**Run 1: placed standard cells**

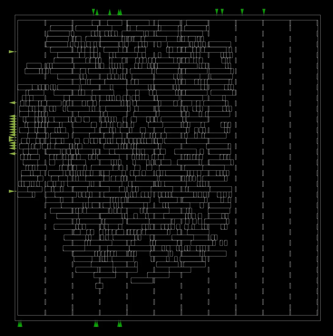
**Run 1: cells coloured by class**

Scale bar: 50 um. Fill, decap, tap and diode cells in grey.
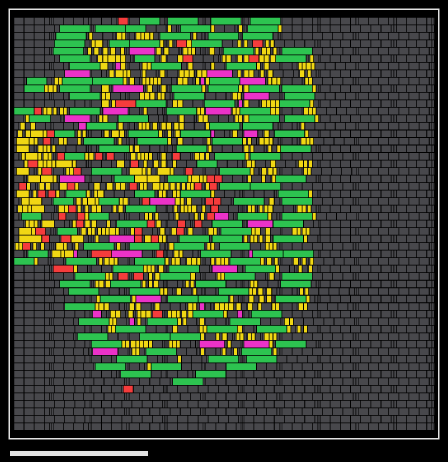
**Run 1: signal wires by layer**

Scale bar: 50 um.
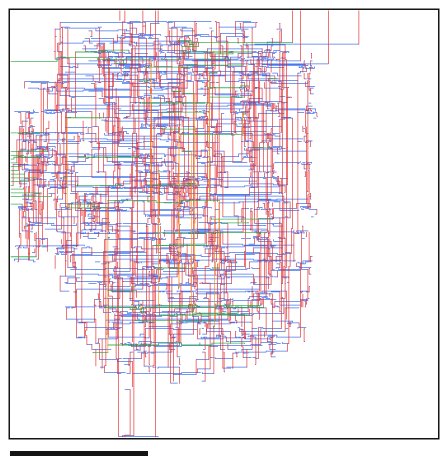
`src/rtl/hs_fifo_replay.sv`:
```
// rtl/hs_fifo_replay.sv - valid/ready FIFO with registered show-ahead output, occupancy flags
// Optional mark/rewind replay is built when HS_FIFO_REPLAY_EN is defined.
module hs_fifo_replay #(
    parameter int WIDTH         = 8,
    parameter int DEPTH         = 16,
    parameter int AFULL_THRESH  = DEPTH - 2,
    parameter int AEMPTY_THRESH = 1
) (
    input  logic                       clk_core,
    input  logic                       rst_core,
    input  logic                       flush,
    input  logic                       mark,
    input  logic                       rewind,
    output logic                       ready_o,
    input  logic                       valid_i,
    input  logic [WIDTH-1:0]           in,
    input  logic                       ready_i,
    output logic                       valid_o,
    output logic [WIDTH-1:0]           out,
    output logic [$clog2(DEPTH+1)-1:0] count,
    output logic                       almost_full,
    output logic                       almost_empty
);
    localparam int CW = $clog2(DEPTH + 1);
    localparam int PW = $clog2(DEPTH);

    logic [WIDTH-1:0] mem [DEPTH];

    logic [PW-1:0]    wr_ptr, head_ptr;
    logic [CW-1:0]    live;
    logic             valid_q;
    logic [WIDTH-1:0] out_q;

    logic [PW-1:0]    wr_d, head_d, head_nx, fetch_ptr;
    logic [CW-1:0]    live_d, live_nx, unread;
    logic             valid_d;
    logic [WIDTH-1:0] out_d, load_data;
    logic             push, pop, push_acc, load;

    function automatic logic [PW-1:0] ptr_inc(input logic [PW-1:0] p);
        return (p == PW'(DEPTH - 1)) ? '0 : p + PW'(1);
    endfunction

`ifdef HS_FIFO_REPLAY_EN
    logic [PW-1:0] mark_ptr, mark_d;
    logic [CW-1:0] count_q, count_d;
    assign count = count_q;
`else
    logic unused_replay;
    assign unused_replay = mark ^ rewind;
    assign count = live;
`endif

    assign ready_o      = (count < CW'(DEPTH));
    assign valid_o      = valid_q;
    assign out          = out_q;
    assign almost_full  = (int'(count) >= AFULL_THRESH);
    assign almost_empty = (int'(count) <= AEMPTY_THRESH);

    // head_ptr is the read position (word on the output when valid_o);
    // live counts entries from head_ptr up to wr_ptr.
    always_comb begin
        push      = valid_i & ready_o;
        pop       = valid_q & ready_i;
        push_acc  = push & ~flush;
        head_nx   = pop ? ptr_inc(head_ptr) : head_ptr;
        fetch_ptr = valid_q ? ptr_inc(head_ptr) : head_ptr;
        unread    = live - CW'(valid_q);
        live_nx   = live + CW'(push_acc) - CW'(pop);
        load      = (~valid_q | pop) & ((unread != '0) | push_acc);
        // With nothing unread in storage, a same-cycle push bypasses straight to the output.
        load_data = (unread != '0) ? mem[fetch_ptr] : in;

        wr_d    = push_acc ? ptr_inc(wr_ptr) : wr_ptr;
        head_d  = head_nx;
        live_d  = live_nx;
        valid_d = valid_q;
        out_d   = out_q;
        if (load) begin
            valid_d = 1'b1;
            out_d   = load_data;
        end else if (pop) begin
            valid_d = 1'b0;
        end

`ifdef HS_FIFO_REPLAY_EN
        mark_d  = mark_ptr;
        count_d = count_q + CW'(push_acc);
        if (rewind) begin
            head_d  = mark_ptr;
            live_d  = count_q + CW'(push_acc);
            valid_d = 1'b0;
            out_d   = out_q;
        end else if (mark) begin
            // Everything before the new mark is released back to the writer.
            mark_d  = head_nx;
            count_d = live_nx;
        end
        if (flush) begin
            mark_d  = '0;
            count_d = '0;
        end
`endif

        if (flush) begin
            wr_d    = '0;
            head_d  = '0;
            live_d  = '0;
            valid_d = 1'b0;
            out_d   = out_q;
        end
    end

    always_ff @(posedge clk_core) begin
        if (rst_core) begin
            wr_ptr   <= '0;
            head_ptr <= '0;
            live     <= '0;
            valid_q  <= 1'b0;
            out_q    <= '0;
        end else begin
            wr_ptr   <= wr_d;
            head_ptr <= head_d;
            live     <= live_d;
            valid_q  <= valid_d;
            out_q    <= out_d;
        end
    end

`ifdef HS_FIFO_REPLAY_EN
    always_ff @(posedge clk_core) begin
        if (rst_core) begin
            mark_ptr <= '0;
            count_q  <= '0;
        end else begin
            mark_ptr <= mark_d;
            count_q  <= count_d;
        end
    end
`endif

    always_ff @(posedge clk_core) begin
        if (push_acc) begin
            mem[wr_ptr] <= in;
        end
    end

endmodule

```
`config.mk`:
```
export PLATFORM = sky130hd
export DESIGN_NAME = hs_fifo_replay
export DESIGN_NICKNAME = d
export VERILOG_FILES = /design/src/rtl/hs_fifo_replay.sv
export SDC_FILE = /design/constraint.sdc
export NUM_CORES = 1
export LEC_CHECK = 0
export ABC_AREA = 1
export CAP_MARGIN = 30
export CORE_MARGIN = 1
export CORE_UTILIZATION = 30
export CTS_CLUSTER_DIAMETER = 40
export DETAILED_ROUTE_END_ITERATION = 16
export DONT_BUFFER_PORTS = 1
export HOLD_SLACK_MARGIN = 0.15
export SLEW_MARGIN = 20
export SYNTH_ARGS = -nofsm -noshare
export SYNTH_HDL_FRONTEND = slang
export SYNTH_SLANG_ARGS = --single-unit
```
`constraint.sdc`:
```
create_clock -name clk_core -period 2.6 [get_ports clk_core]
set_clock_uncertainty 0.2 [all_clocks]
set_input_delay 0.39 -clock clk_core [delete_from_list [all_inputs] [get_ports clk_core]]
set_output_delay 0.39 -clock clk_core [all_outputs]
set_load 0.05 [all_outputs]
```
==> flow_metrics.py, run 1 <==
# Auto-generated metrics
metrics = {
    "power": {
        "p_leak_uw": 0.00349,
        "irDropWorstVdd_v": 0.000401,
        "seqPwrFrac": 0.460,
        "pg_comb_uw": 844,
        "swShare": 0.271,
        "internal_power_uw": 4360,
        "power_frac_clock": 0.398,
    },
    "sta": {
        "max-slew-margin-rel": 0.415,
        "grt_setup_unrepaired": "false",
        "fmax_mhz": 418,
    },
    "setup_path": {
        "critPathCaptureType": "flip-flop",
        "arrival_ns": 2.54,
        "reg2reg_slack_ns": 0.21,
        "required_ns": 2.75,
        "crit_top_cell": "nand2_1",
        "timing.rr.start": "head_ptr[0]$_SDFFE_PP0P_",
        "path_class": "flip-flop to flip-flop",
        "worstRegToRegCells": 11,
    },
    "routing": {
        "wire_per_inst_um": 15.2,
        "routed_wl_um": 16800,
        "antenna_left": 0,
        "vias": 5073,
        "viasPerCell": 4.58,
    },
    "logic_synthesis": {
        "async_flop_share": 0,
        "ys_area_sq_um": 7020,
        "synth_seq_share": 0.610,
        "common_cells": "nand3_1 (157), inv_1 (146), nand2_1 (134)",
        "top_cell_area_share": 0.548,
        "synth_nets": 766,
    },
    "run_status": {
        "status": "complete, no violations",
    },
    "finish": {
        "final_common_cell": "nand3_1",
        "layout.nets": 812,
        "syn2layout_area_growth_pct": 18.4,
    },
    "global_routing": {
        "grt_antenna_before_repair": 0,
        "grt_pass1_vias": 4882,
        "grt_max_degree": 33,
        "grt_first_pass_wirelength_um": 26900,
    },
    "worst_hold_path": {
        "hold_path.class": "input port to flip-flop",
    },
    "placed_design": {
        "dpl.cell_count": 1059,
    },
    "floorplan": {
        "dieArea_sq_um": 24000,
    },
    "clock_network": {
        "clk_path_buf_depth": 2,
    },
}
-- 'placed standard cells' (at the start) --
Non-Filler Instances: 1,107
core area: 22,800 sq um
sequential cells: 150

-- 'cells coloured by class' (at the start) --
| class | colour | cells |
|---|---|---|
| flip-flops | green | 150 |
| clock drivers and dummy loads | magenta | 32 |
| all other logic | yellow | 557 |
| other buffers and delay cells | red | 54 |
design area: 8310 sq um
post-layout util: 0.365
Site Rows: 55
Seq area share: 0.516

-- 'signal wires by layer' (at the start) --
| layer | colour | wire length |
|---|---|---|
| met3 | green | 948 um |
| met2 | red | 7,990 um |
| met4 | orange | 482 um |
| met1 | blue | 7,400 um |

[run 1: per-layer routing]
metal	track usage	up-vias	wire (um)	share of wire
met5	0	-	0	0
met1	0.189	2411	7400	0.44
li1	-	2498	-	-
met3	0.0323	32	948	0.056
met4	0.0759	0	482	0.029
met2	0.246	132	7990	0.48
[run 1: per-stage QoR]
step           total power (uW)  area, sq um  hold slack [ns]   util
5_1_grt                    6200         8310            0.235  0.365
4_1_cts                    6010         8290            0.187  0.364
3_5_place_dp               3590         7590            0.264  0.333
6_report                   5980         8310            0.198  0.365
2_1_floorplan              3350         7030            0.277      -
3_3_place_gp               3580         7590            0.262  0.333
[run 1: worst max-delay path by stage]
stage | from | cells past startpoint | end | slack (ns)
after floorplan | valid_o$_SDFFE_PP0P_ | 12 | count[4]$_SDFF_PP0_ | -0.06
after global placement | ready_i | 11 | count[4]$_SDFF_PP0_ | 0.27
after detailed placement | head_ptr[0]$_SDFFE_PP0P_ | 11 | out[0]$_SDFFE_PP0P_ | 0.24
after CTS | ready_i | 12 | count[4]$_SDFF_PP0_ | 0.11
after global routing | flush | 12 | count[4]$_SDFF_PP0_ | 0.009
final | head_ptr[0]$_SDFFE_PP0P_ | 11 | out[0]$_SDFFE_PP0P_ | 0.21
[run 1: area by class of cell]
type	instances	area [sq um]	share of cell area
Sequential cell	150	4290	0.516
Multi-Input combinational cell	408	2030	0.244
Inverter	149	559	0.0673
Timing Repair Buffer	54	475	0.0572
Clock buffer	22	464	0.0559
Tap cell	313	392	0.0471
Clock inverter	10	104	0.0125
Antenna cell	1	2.50	0.000301
[run 1: registers in the layout, indices dropped and copies added, names as in the netlist]
name      count
valid_o       1
mem         128
wr_ptr        4
count         5
out           8
head_ptr      4
--- run 2 (diff from run 1) ---
--- a/config.mk
+++ b/config.mk
@@ -7,7 +7,7 @@
 export LEC_CHECK = 0
 export ABC_AREA = 1
 export CAP_MARGIN = 30
-export CORE_MARGIN = 1
+export CORE_MARGIN = 3
 export CORE_UTILIZATION = 30
 export CTS_CLUSTER_DIAMETER = 40
 export DETAILED_ROUTE_END_ITERATION = 16
@@ -17,3 +17,4 @@
 export SYNTH_ARGS = -nofsm -noshare
 export SYNTH_HDL_FRONTEND = slang
 export SYNTH_SLANG_ARGS = --single-unit
+export TNS_END_PERCENT = 20
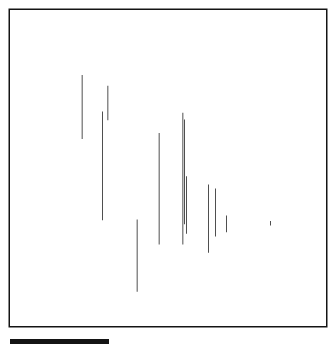
**Above:** run 2 (the metal 4 layer).
Scale bar: 50 um.
wire length on this layer: 410 um
nets with wire on the layer: 9
share of all routed wire: 2.4%
main direction: vertical

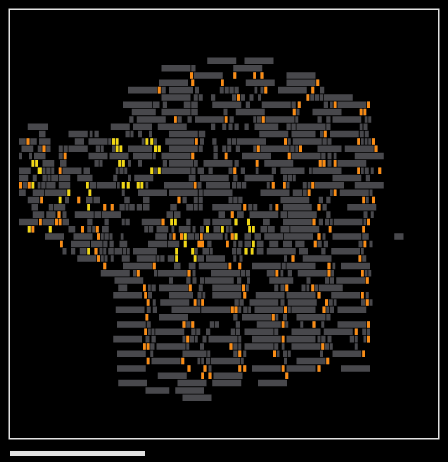
**Above:** run 2 (gate families picked out).
Scale bar: 50 um.
| family | colour | cells |
|---|---|---|
| NOR gates | yellow | 46 |
| inverters | orange | 149 |
Non-Filler Instances: 1,105
logic share of the area: 0.246
Commonest Layout Cell: nand3_1

==> run 2 against run 1 <==
Sequential share of layout area rose by 0.30 points. Synthesized area did not move. Synthesized cell count did not move. Clock power fell by 8%. Largest power group unchanged. Critical endpoint is now out[2]$_SDFFE_PP0P_. Cell count fell by 0.18%. Critical path depth fell by 2. First-iteration DRC count fell by 24%. Cell area fell by 0.59%. Sequential power barely moved. Largest cell class unchanged.
==> flow_metrics.py, run 2 <==
# Auto-generated metrics
metrics = {
    "run_status": {
        "status": "complete, no violations",
    },
    "global_routing": {
        "met1_usage": 0.185,
        "grt_max_degree": 33,
        "grt_antenna_before_repair": 4,
        "met2_usage": 0.203,
        "grt.busiest_layer": "met2",
        "grt_pass1_vias": 4715,
        "grt_first_pass_wirelength_um": 26600,
        "use_met3": 0.0484,
    },
    "logic_synthesis": {
        "ys_area_sq_um": 7020,
        "yosys_cells": 734,
        "yosysWarnings": 0,
        "top_cell_area_share": 0.548,
        "synth_seq_share": 0.610,
        "common_cells": "nand3_1 (157), inv_1 (146), nand2_1 (134)",
        "async_flop_share": 0,
        "synth_nets": 766,
    },
    "routing": {
        "routed-wl-met2_um": 7540,
        "wl_met1_um": 7600,
        "antenna_left": 0,
        "viasPerCell": 4.54,
        "wl_met3_um": 1230,
        "vias": 5018,
        "top_layer": "met5",
        "routed_wl_um": 16800,
        "wire_per_inst_um": 15.2,
    },
    "floorplan": {
        "die_w_um": 159,
        "core_sq_um": 22800,
        "dieArea_sq_um": 25300,
        "rows": 55,
    },
    "placed_design": {
        "dpl.cell_count": 1058,
        "place_area_sq_um": 7580,
    },
    "clock_network": {
        "tritoncts": "done",
        "clk_path_buf_depth": 2,
    },
    "sta": {
        "fmax_mhz": 408,
        "setup_viol": 0,
        "grt_setup_unrepaired": "true",
        "holdWs_ns": 0.158,
        "finalCritPeriodShare": 0.942,
        "max-slew-margin-rel": 0.379,
    },
    "setup_path": {
        "worstRegToRegCells": 9,
        "path_class": "flip-flop to flip-flop",
        "arrival_ns": 2.60,
        "required_ns": 2.75,
        "critPathCaptureType": "flip-flop",
    },
    "finish": {
        "fin_area_sq_um": 8260,
        "largest_reg_flops": 128,
        "largest_register": "mem",
        "syn2layout_area_growth_pct": 17.7,
        "layout_top_cells": "nand3_1 (157), inv_1 (144), nand2_1 (133)",
        "layout.nets": 809,
        "utilization": 0.362,
    },
    "power": {
        "p_leak_uw": 0.00346,
        "post-layout-total-power_uw": 5800,
        "irDropWorstVdd_v": 0.000467,
    },
    "worst_hold_path": {
        "hold_path.class": "input port to flip-flop",
    },
}
run 2: worst paths after layout:
| path | from | end | slack (ns) |
|---|---|---|---|
| hold / removal | flush | wr_ptr[1]$_SDFFE_PP0P_ | 0.16 |
| hold reg to reg | wr_ptr[2]$_SDFFE_PP0P_ | wr_ptr[2]$_SDFFE_PP0P_ | 0.32 |
| setup reg to reg | valid_o$_SDFFE_PP0P_ | out[2]$_SDFFE_PP0P_ | 0.15 |
| setup / recovery | valid_o$_SDFFE_PP0P_ | out[2]$_SDFFE_PP0P_ | 0.15 |
run 2: power by group:
group | leakage (uW) | switching, uW | total, uW | internal, uW
Combinational | 0.00186 | 588 | 853 | 265
Clock | 0.000264 | 903 | 2190 | 1280
Sequential | 0.00133 | 104 | 2760 | 2650
Total | 0.00346 | 1590 | 5800 | 4200
run 2: worst max-delay path, cell delays in order (launching register included):
cell,delay [ns]
dfxtp_1,0.32
buf_4,0.17
o21ai_2,0.74
buf_4,0.33
nand3_1,0.10
nand3_1,0.10
nand3_1,0.08
nand3_1,0.14
nand2_1,0.07
a21oi_1,0.12
run 2: final cells by class:
type                            count  area, sq um
Tap cell                          313          392
Timing Repair Buffer               51          463
Fill cell                        2286        14600
Multi-Input combinational cell    408         2030
Antenna cell                        2         5.00
Sequential cell                   150         4290
Inverter                          149          563
Clock inverter                     14         92.6
Clock buffer                       18          429
run 2: cells by family after synthesis:
group,after synthesis,share of synthesized area
AND-OR/OR-AND,41,0.0344
flip-flops,150,0.610
adder cells (fa/ha/maj),17,0.0314
AND/OR/NAND/NOR,350,0.221
buffers and inverters,176,0.102
run 2: timing repair:
action / in CTS / in global routing
endpoints found under the hold margin: 146 / 0
hold buffers: 12 / 0
setup buffers: 0 / 1
endpoints found under the setup margin: 0 / 7
resized: 0 / 5
Power is estimated from default activity; no workload was simulated.
